### Placed cells, one colour a class

Scale: 3 px per um.
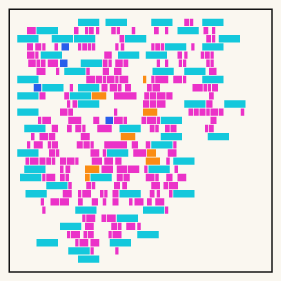
### Routed metal, one colour a layer

Scale: 3 px per um.
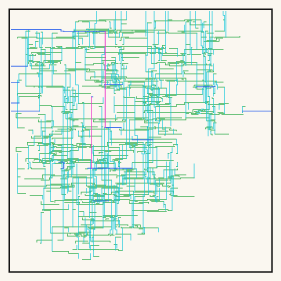
### I/O pins on the die edge

Scale: 4 px per um. Pins as bars across the die edge, other pins in grey.
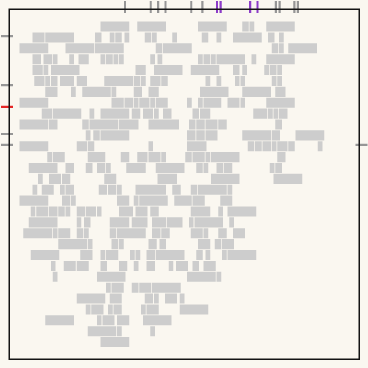
==> config.mk <==
export PLATFORM = sky130hd
export DESIGN_NAME = stopwatch_ctrl
export DESIGN_NICKNAME = d
export VERILOG_FILES = /design/src/rtl/stopwatch_ctrl.sv
export SDC_FILE = /design/constraint.sdc
export NUM_CORES = 1
export LEC_CHECK = 0
export ABC_CLOCK_PERIOD_IN_PS = 3600
export CAP_MARGIN = 20
export CORE_MARGIN = 2
export CORE_UTILIZATION = 36
export CTS_CLUSTER_SIZE = 20
export DETAILED_ROUTE_END_ITERATION = 6
export DONT_BUFFER_PORTS = 1
export PLACE_DENSITY = 0.56
export SLEW_MARGIN = 10
export SYNTH_ARGS = -nofsm -noshare
export SYNTH_HDL_FRONTEND = slang
export SYNTH_SLANG_ARGS = --single-unit
==> constraint.sdc <==
create_clock -name clk -period 3.6 [get_ports clk]
set_clock_uncertainty 0.15 [all_clocks]
set_input_delay 0.9 -clock clk [delete_from_list [all_inputs] [get_ports clk]]
set_output_delay 0.9 -clock clk [all_outputs]
set_load 0.05 [all_outputs]
==> src/rtl/stopwatch_ctrl.sv <==
// rtl/stopwatch_ctrl.sv - run/pause/lap/clear stopwatch with prescaled 1 s tick and M:SS BCD chain
module stopwatch_ctrl #(
   parameter int TICK_DIV = 50000000,
   parameter int MAX_MIN  = 9
) (
   input  logic       clk,
   input  logic       rst,
   input  logic       btn_ss,
   input  logic       btn_lap,
   input  logic       btn_clr,
   output logic [3:0] digit0,
   output logic [3:0] digit1,
   output logic [3:0] digit2,
   output logic       running,
   output logic       lap_active,
   output logic       overflow
);

   localparam int PW = (TICK_DIV > 2) ? $clog2(TICK_DIV) : 1;

   typedef enum logic [1:0] {
      S_IDLE  = 2'd0,
      S_RUN   = 2'd1,
      S_PAUSE = 2'd2,
      S_LAP   = 2'd3
   } state_t;

   state_t state_q, state_d;

   logic          ss_q, lap_q, clr_q;
   logic          raw_ss, raw_lap, raw_clr;
   logic          ev_ss, ev_lap, ev_clr;
   logic          clear_req;
   logic          counting, tick;
   logic [PW-1:0] presc_q;
   logic [3:0]    sec1_q, sec10_q, min_q;
   logic [3:0]    disp0_q, disp1_q, disp2_q;
   logic          ovf_q;

   // Rising-edge events, then priority ss > lap > clr drops the losers.
   always_comb begin
      raw_ss  = btn_ss  & ~ss_q;
      raw_lap = btn_lap & ~lap_q;
      raw_clr = btn_clr & ~clr_q;
      ev_ss   = raw_ss;
      ev_lap  = raw_lap & ~raw_ss;
      ev_clr  = raw_clr & ~raw_ss & ~raw_lap;
   end

   always_ff @(posedge clk) begin
      if (rst) begin
         state_q <= S_IDLE;
      end else begin
         state_q <= state_d;
      end
   end

   always_comb begin
      state_d   = state_q;
      clear_req = 1'b0;
      case (state_q)
         S_IDLE: begin
            if (ev_ss) state_d = S_RUN;
         end
         S_RUN: begin
            if (ev_ss)       state_d = S_PAUSE;
            else if (ev_lap) state_d = S_LAP;
         end
         S_LAP: begin
            if (ev_ss)       state_d = S_PAUSE;
            else if (ev_lap) state_d = S_RUN;
         end
         S_PAUSE: begin
            if (ev_ss) begin
               state_d = S_RUN;
            end else if (ev_clr) begin
               state_d   = S_IDLE;
               clear_req = 1'b1;
            end
         end
         default: state_d = S_IDLE;
      endcase
   end

   assign counting = (state_q == S_RUN) || (state_q == S_LAP);
   assign tick     = counting && (presc_q == PW'(TICK_DIV - 1));

   always_ff @(posedge clk) begin
      if (rst) begin
         ss_q    <= btn_ss;
         lap_q   <= btn_lap;
         clr_q   <= btn_clr;
         presc_q <= '0;
         sec1_q  <= 4'd0;
         sec10_q <= 4'd0;
         min_q   <= 4'd0;
         ovf_q   <= 1'b0;
         disp0_q <= 4'd0;
         disp1_q <= 4'd0;
         disp2_q <= 4'd0;
      end else begin
         ss_q  <= btn_ss;
         lap_q <= btn_lap;
         clr_q <= btn_clr;

         if (clear_req) begin
            presc_q <= '0;
            sec1_q  <= 4'd0;
            sec10_q <= 4'd0;
            min_q   <= 4'd0;
            ovf_q   <= 1'b0;
         end else if (counting) begin
            presc_q <= tick ? '0 : presc_q + 1'b1;
            if (tick) begin
               if (sec1_q == 4'd9) begin
                  sec1_q <= 4'd0;
                  if (sec10_q == 4'd5) begin
                     sec10_q <= 4'd0;
                     if (min_q == 4'(MAX_MIN)) begin
                        min_q <= 4'd0;
                        ovf_q <= 1'b1;
                     end else begin
                        min_q <= min_q + 4'd1;
                     end
                  end else begin
                     sec10_q <= sec10_q + 4'd1;
                  end
               end else begin
                  sec1_q <= sec1_q + 4'd1;
               end
            end
         end

         // Display follows the pre-edge live count except while a lap is frozen.
         if (state_q != S_LAP) begin
            disp0_q <= sec1_q;
            disp1_q <= sec10_q;
            disp2_q <= min_q;
         end
      end
   end

   assign digit0     = disp0_q;
   assign digit1     = disp1_q;
   assign digit2     = disp2_q;
   assign running    = counting;
   assign lap_active = (state_q == S_LAP);
   assign overflow   = ovf_q;

endmodule

==> run_results.csv <==
group,metric,value,unit
placement,placed_area,0.00257,mm^2
die,fp_util,0.368,
global_routing,antenna_found_initial,0,
final_layout,nonClkBufAreaFrac,0.0113,
sta,setup_slack,0.848,ns
logic_synthesis,xor_share,0.102,
sta,finalHoldViolations,0,
logic_synthesis,ys_sh_aoi,0.0725,
power_and_ir_drop,p_int,0.000773,W
final_layout,comb_share,0.488,
logic_synthesis,async_flop_share,0,
clocking,cts_tree,"yes",
die,chipArea,0.00759,mm^2
critical_path,crit-reg2reg-launch,"presc_q[0]$_SDFFE_PP0P_",
logic_synthesis,flop_cell,"dfxtp_1",
clocking,cts_root_buffer,"clkbuf_8",
logic_synthesis,top_area_frac,0.451,
final_layout,regMostFlops,"presc_q",
logic_synthesis,synth_flops,56,
detailed_routing,vias_per_cell,5.11,
logic_synthesis,edf_count,0,
logic_synthesis,yosysWarningCount,0,
final_layout,biggestCellCategory,"multi-input combinational cells",
critical_path,crit_cells,6,
critical_path,worstPathMaxFanout,7,
detailed_routing,route.met2.wl,2.16,mm
clocking,cts.clk_slew.worst_paths,0.11,ns
clocking,post_cts_resized,0,
detailed_routing,wl_met1,2.47,mm
placement,hpwl,3.41,mm
critical_path,crit_buf_inv,0,
power_and_ir_drop,powerSeq,0.000628,W
power_and_ir_drop,pwr-share-clk,0.342,
job,log.warning_count,26,
critical_path,cp-endpoint,"min_q[0]$_SDFFE_PP0P_",
critical_path,crit_family,"simple AND/OR/NAND/NOR gates",
die,nWellTaps,80,
detailed_routing,wl_met3,109,um
detailed_routing,routed_wl,4.79,mm
detailed_routing,highest-signal-layer,"met4",
clocking,insertion_delay,0.31,ns
clocking,cts_setup_buffers,0,
logic_synthesis,synth_area_leader_cell,"dfxtp_1",
power_and_ir_drop,p_per_area,376,mW/mm^2
final_layout,fin_nets,298,
final_layout,diodes,0,
placement,place_inst,365,
logic_synthesis,ys_sh_simple,0.338,
global_routing,grt_pass1_vias,1796,
logic_synthesis,netlist-cell-type-count,42,
critical_path,cp.arrival,2.86,ns
logic_synthesis,top_cells_by_area,"dfxtp_1, xor2_1, nand2_1, nor2_1, a21oi_1",
critical_path,start_kind,"flop",
final_layout,clkCellAreaFrac,0.0324,
logic_synthesis,syn_area,0.00249,mm^2
final_layout,seq_area,0.00112,mm^2
final_layout,seq_area_frac,0.421,
critical_path,critPathRequiredTime,3.70,ns
power_and_ir_drop,vdd_drop_max,0.000229,V
run_status,run_status,"finished clean",
final_layout,inverters,7,
clocking,hold_buffers,0,
sta,slew_headroom,0.374,
sta,rsz0062_at_grt,"no",
global_routing,grt_usage,0.134,
global_routing,grt_use_met1,0.194,
final_layout,seq_cells,56,
power_and_ir_drop,pwr.group.clock,0.000342,W
hold_path,hold_class,"flop to flop",
detailed_routing,drc,0,
critical_path,cpPeakStageDelay,0.50,ns
global_routing,overflow,0,
critical_path,r2r_cells,6,
sta,finalSetupViolCount,0,
detailed_routing,ant_nets,0,
final_layout,combGateArea,0.00130,mm^2
final_layout,layout_top_cell,"dfxtp_1",
die,rows,30,
critical_path,worstPathCellList,"ha_1, or4b_4, nor4_4, nand4_4, or4_1, a21oi_1",
logic_synthesis,fp_nets,297,
sta,period_used_share,0.764,
final_layout,lay_top_cells,"dfxtp_1, nand2_1, nor2_1, xor2_1, a21oi_1",
critical_path,path_class,"flop to flop",
power_and_ir_drop,p_sw_frac,0.228,
final_layout,largest_reg_flops,26,
power_and_ir_drop,maxPowerGroup,"sequential cells",
logic_synthesis,yosysChipArea,0.00249,mm^2
sta,fin_crit,2.75,ns
global_routing,grtUsageMet3,0.0246,
hold_path,whs_endpoint,"digit1[2]$_SDFFE_PP0N_",
sta,worst_hold_slack,0.337,ns
logic_synthesis,postSynthSeqShare,0.451,
final_layout,logic_gates,218,
logic_synthesis,synthCells,291,
sta,report.final.slew_viol_count,0,
power_and_ir_drop,p_comb,0.0000305,W
placement,gp_congestion,0.804,
clocking,cts_made_buffers,5,
final_layout,layout-drive-gt1-share,0.0717,
power_and_ir_drop,p_total,0.00100,W
clocking,cts.sinks,56,
final_layout,stdcell_count,373,
final_layout,layout-area-overhead-vs-synth,7.05,%
clocking,htreeDepth,2,
logic_synthesis,top_cells_by_count,"dfxtp_1, nand2_1, nor2_1",
final_layout,buffers,4,
sta,fmax,363,MHz
sta,worst_slew_pin_slew,0.931,ns
logic_synthesis,synth.avg_cell_area,8.54,um^2
power_and_ir_drop,power_frac_comb,0.030,
placement,pre_cts_ws,0.834,ns
sta,setup_tns,0,ns
final_layout,fill_cells,699,
hold_path,hold_start,"sec10_q[2]$_SDFFE_PP0P_",
die,core-area,0.00676,mm^2
job,drv_cap,0,
detailed_routing,dr.first_iter.drc_count,84,
global_routing,busiest_layer,"met2",
die,ios,20,
logic_synthesis,yosysMostFrequentCell,"dfxtp_1",
logic_synthesis,mux_share,0.00403,
critical_path,endpoint_kind,"flop",
global_routing,grt_max_degree,25,
logic_synthesis,ys_cells,291,
hold_path,worstHoldPathCells,2,
critical_path,worst-r2r-setup-slack,0.85,ns
logic_synthesis,ys_sh_adder,0.00503,
global_routing,grt_util_met2,0.202,
logic_synthesis,topCombFamilyByArea,"simple AND/OR/NAND/NOR gates",
critical_path,cp_slowest_cell,"or4b_4",
critical_path,worstSetupStartpoint,"presc_q[0]$_SDFFE_PP0P_",
power_and_ir_drop,switchingPower,0.000228,W
detailed_routing,firstDrtPassIters,4,
power_and_ir_drop,seq_power_share,0.628,
clocking,clk_path_buf_depth,2,
final_layout,clkbuf_count,6,
Back to the opening pictures, 'Placed cells, one colour a class':
colour	class	cells	share of their area
orange	clock drivers and dummy loads	8	3.4%
cyan	flops	56	44%
blue	other buffers and delay cells	4	1.2%
magenta	combinational and other logic	225	52%
post-route cell area: 0.00266 mm^2
Finished Core Util: 0.394

Back to the opening pictures, 'Routed metal, one colour a layer':
colour	layer	wire length
cyan	metal 2	2160 um
green	metal 1	2470 um
blue	metal 3	110 um
magenta	metal 4	55.8 um
via count: 1905
mean routed wirelength per cell: 12.8 um

Back to the opening pictures, 'I/O pins on the die edge':
colour	port	pins	direction	edge
purple	digit0	4	output	top
red	btn_clr	1	input	left
all pins by edge	14 top, 5 left, 1 right
die width: 87.1 um
number of I/O port buffers: 0
Die H: 87.1 um

Power figures rest on the tool's default switching activity, not on a simulated workload.
